==> config.mk <==
export PLATFORM = sky130hd
export DESIGN_NAME = intersection_scheduler_flat
export DESIGN_NICKNAME = d
export VERILOG_FILES = /design/src/rtl/intersection_scheduler_if.sv /design/src/rtl/intersection_scheduler.sv /design/src/flat_wrapper.sv
export SDC_FILE = /design/constraint.sdc
export NUM_CORES = 1
export LEC_CHECK = 0
export CORE_AREA = 10 10 48 50
export CTS_CLUSTER_SIZE = 10
export DETAILED_ROUTE_END_ITERATION = 10
export DIE_AREA = 0 0 58 60
export PLACE_DENSITY = 0.76
export SKIP_LAST_GASP = 1
export SLEW_MARGIN = 20
export SYNTH_ARGS = -nofsm -noshare
export SYNTH_HDL_FRONTEND = slang
export SYNTH_SLANG_ARGS = --single-unit
==> constraint.sdc <==
create_clock -name clk -period 7.4 [get_ports clk]
set_clock_uncertainty 0.1 [all_clocks]
set_input_delay 2.22 -clock clk [delete_from_list [all_inputs] [get_ports clk]]
set_output_delay 2.22 -clock clk [all_outputs]
set_load 0.1 [all_outputs]
Fig. 1: run 1, M3 wires
Cells faint in the background.
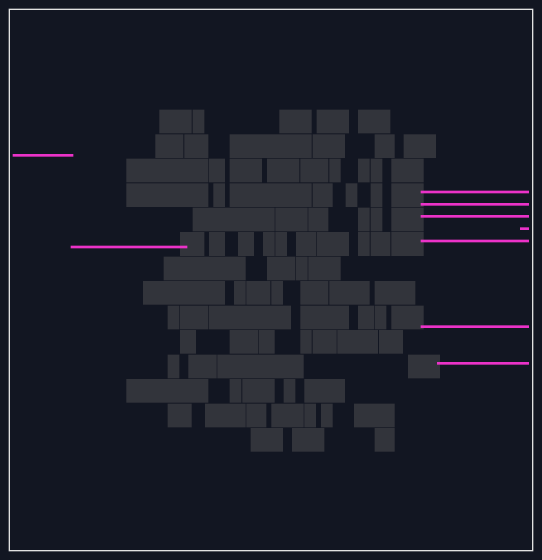
main direction: horizontal
longest straight run: 12.6 um
wire length on this layer: 88.3 um
share of all routed wire: 6.3%
nets with wire on the layer: 8
Post-Route WL: 1390 um
GR Util met3: 0.0254
DR vias: 509

Fig. 2: run 1, congestion heat map
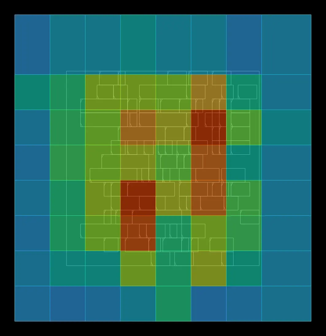
fin util: 0.584
GRT busiest layer: met2

Fig. 3: run 1, gate families picked out
Bar = 20 um.
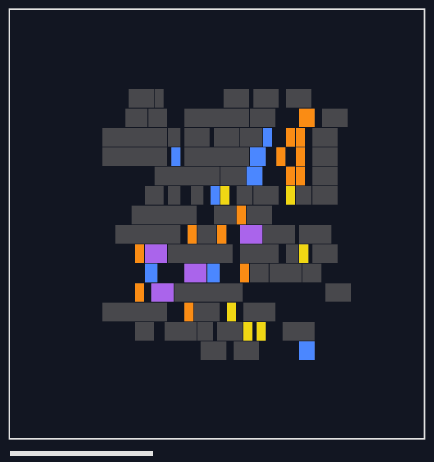
legend:
  nand cells:
    colour: blue
    cells: 8
  nor cells:
    colour: orange
    cells: 14
    most_used: nor2_1
  inv cells:
    colour: yellow
    cells: 6
    most_used: inv_1
  xor and xnor cells:
    colour: purple
    cells: 4
    where: centre
most frequent logic cell in the layout: clkdlybuf4s50_1
Finished Layout Cells: 103
logic share of the area: 0.391

==> metrics.csv, run 1 <==
metric,value,unit
outcome,completed,
ys.flops,10,
largest_reg_flops,5,
drtPass1Iterations,3,
top_area_cell,dfrtp_1,
warning_count,28,
cp.buffers_inverters,2,
syn-num-nets,75,
critPathSlowestCell,clkdlybuf4s50_1,
simple_gate_area_frac,0.192,
first_global_vias,526,
io_buffer_count,19,
clock_path_buffers,2,
period_minus_slack,4.60,ns
routed.top_layer,met4,
cts_buffers,3,
drtIter0Drc,4,
crit_arrival,2.28,ns
grt-ovfl-total,0,
clock_area_frac,0.0313,
relSlewSlack,0.336,
Fig. 4: run 1, clock distribution
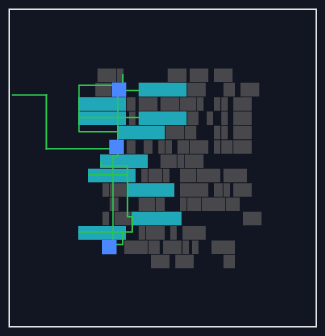

--- run 2 (diff from run 1) ---
Settings changed: CORE_AREA 10 10 48 50 to 10 10 51 53, DIE_AREA 0 0 58 60 to 0 0 61 63, PLACE_DENSITY 0.76 to 0.69.
Clock period 7.4 ns to 3.75 ns, I/O delays scaled along.
Fig. 5: run 2, clock distribution
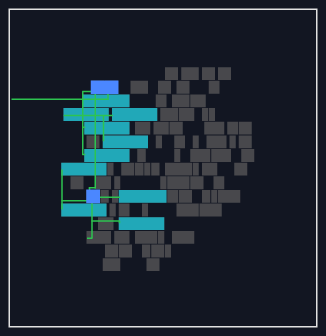
legend:
  clock-net drivers:
    colour: blue
    count: 3
  flip-flops:
    colour: cyan
    count: 10
  clock wires:
    colour: green
    length: 113 um
routed clock nets: 4
Skew-Pair Late Insertion Delay: 0.26 ns

Fig. 6: run 2, congestion heat map
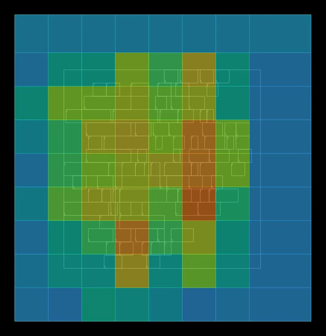
Total GRT Usage: 0.0763
fin util: 0.512
GR Util met3: 0.0264

==> metrics.csv, run 2 <==
metric,value,unit,change
grt.busiest_layer,met2,,
outcome,completed,,
top_area_cell,dfrtp_1,,
clock_area_frac,0.0429,,+0.0116
largest_reg_flops,5,,unchanged
clock_path_buffers,2,,unchanged
fin_ws,1.01,ns,
comb_area_frac,0.429,,+0.0379
relSlewSlack,0.715,,+0.380
cts_buffers,3,,unchanged
cp.buffers_inverters,2,,unchanged
cts_root_buf,clkbuf_4,,
critPathSlowestCell,dfrtp_1,,
postCtsResizedCells,0,,
postPlaceCellArea,810,um^2,
fp_util,0.367,,
simple_gate_area_frac,0.192,,unchanged
ys.flops,10,,unchanged
io_buffer_count,19,,unchanged
warning_count,28,,unchanged
wl,1400,um,+0.57%
dp_slack,1.19,ns,
syn-num-nets,75,,unchanged
finalNonFillerCells,104,,+0.97%
vias,514,,+0.98%
period_minus_slack,2.74,ns,
drtIter0Drc,5,,+1
layout_top_cell,buf_4,,
nClkBuffers,4,,
ys_seq_frac,0.414,,
setup_viol,0,,
routed.top_layer,met4,,
maxCapViolCount,0,,
crit_arrival,1.52,ns,-0.76 ns
drtPass1Iterations,4,,+1
Fig. 7: run 2, drive-strength map
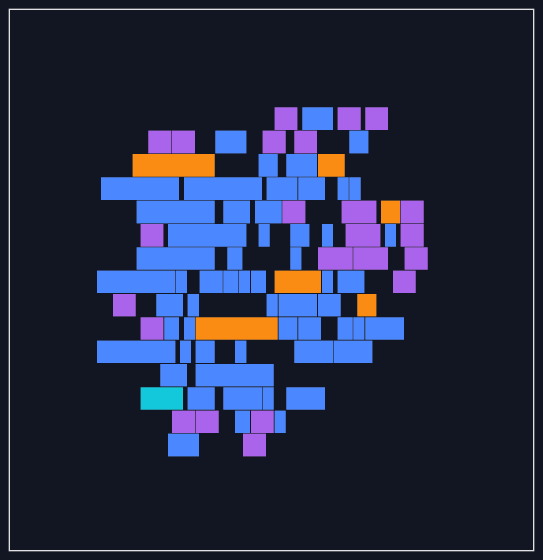
legend:
  x6 and larger:
    colour: cyan
    cells: 1
    most_used: clkbuf_8
  x2:
    colour: orange
    cells: 6
  x1 and smaller:
    colour: blue
    cells: 57
  x3 and x4:
    colour: purple
    cells: 23
    most_used: buf_4
Layout area overhead: 39.4%
non-clock buffer count: 19

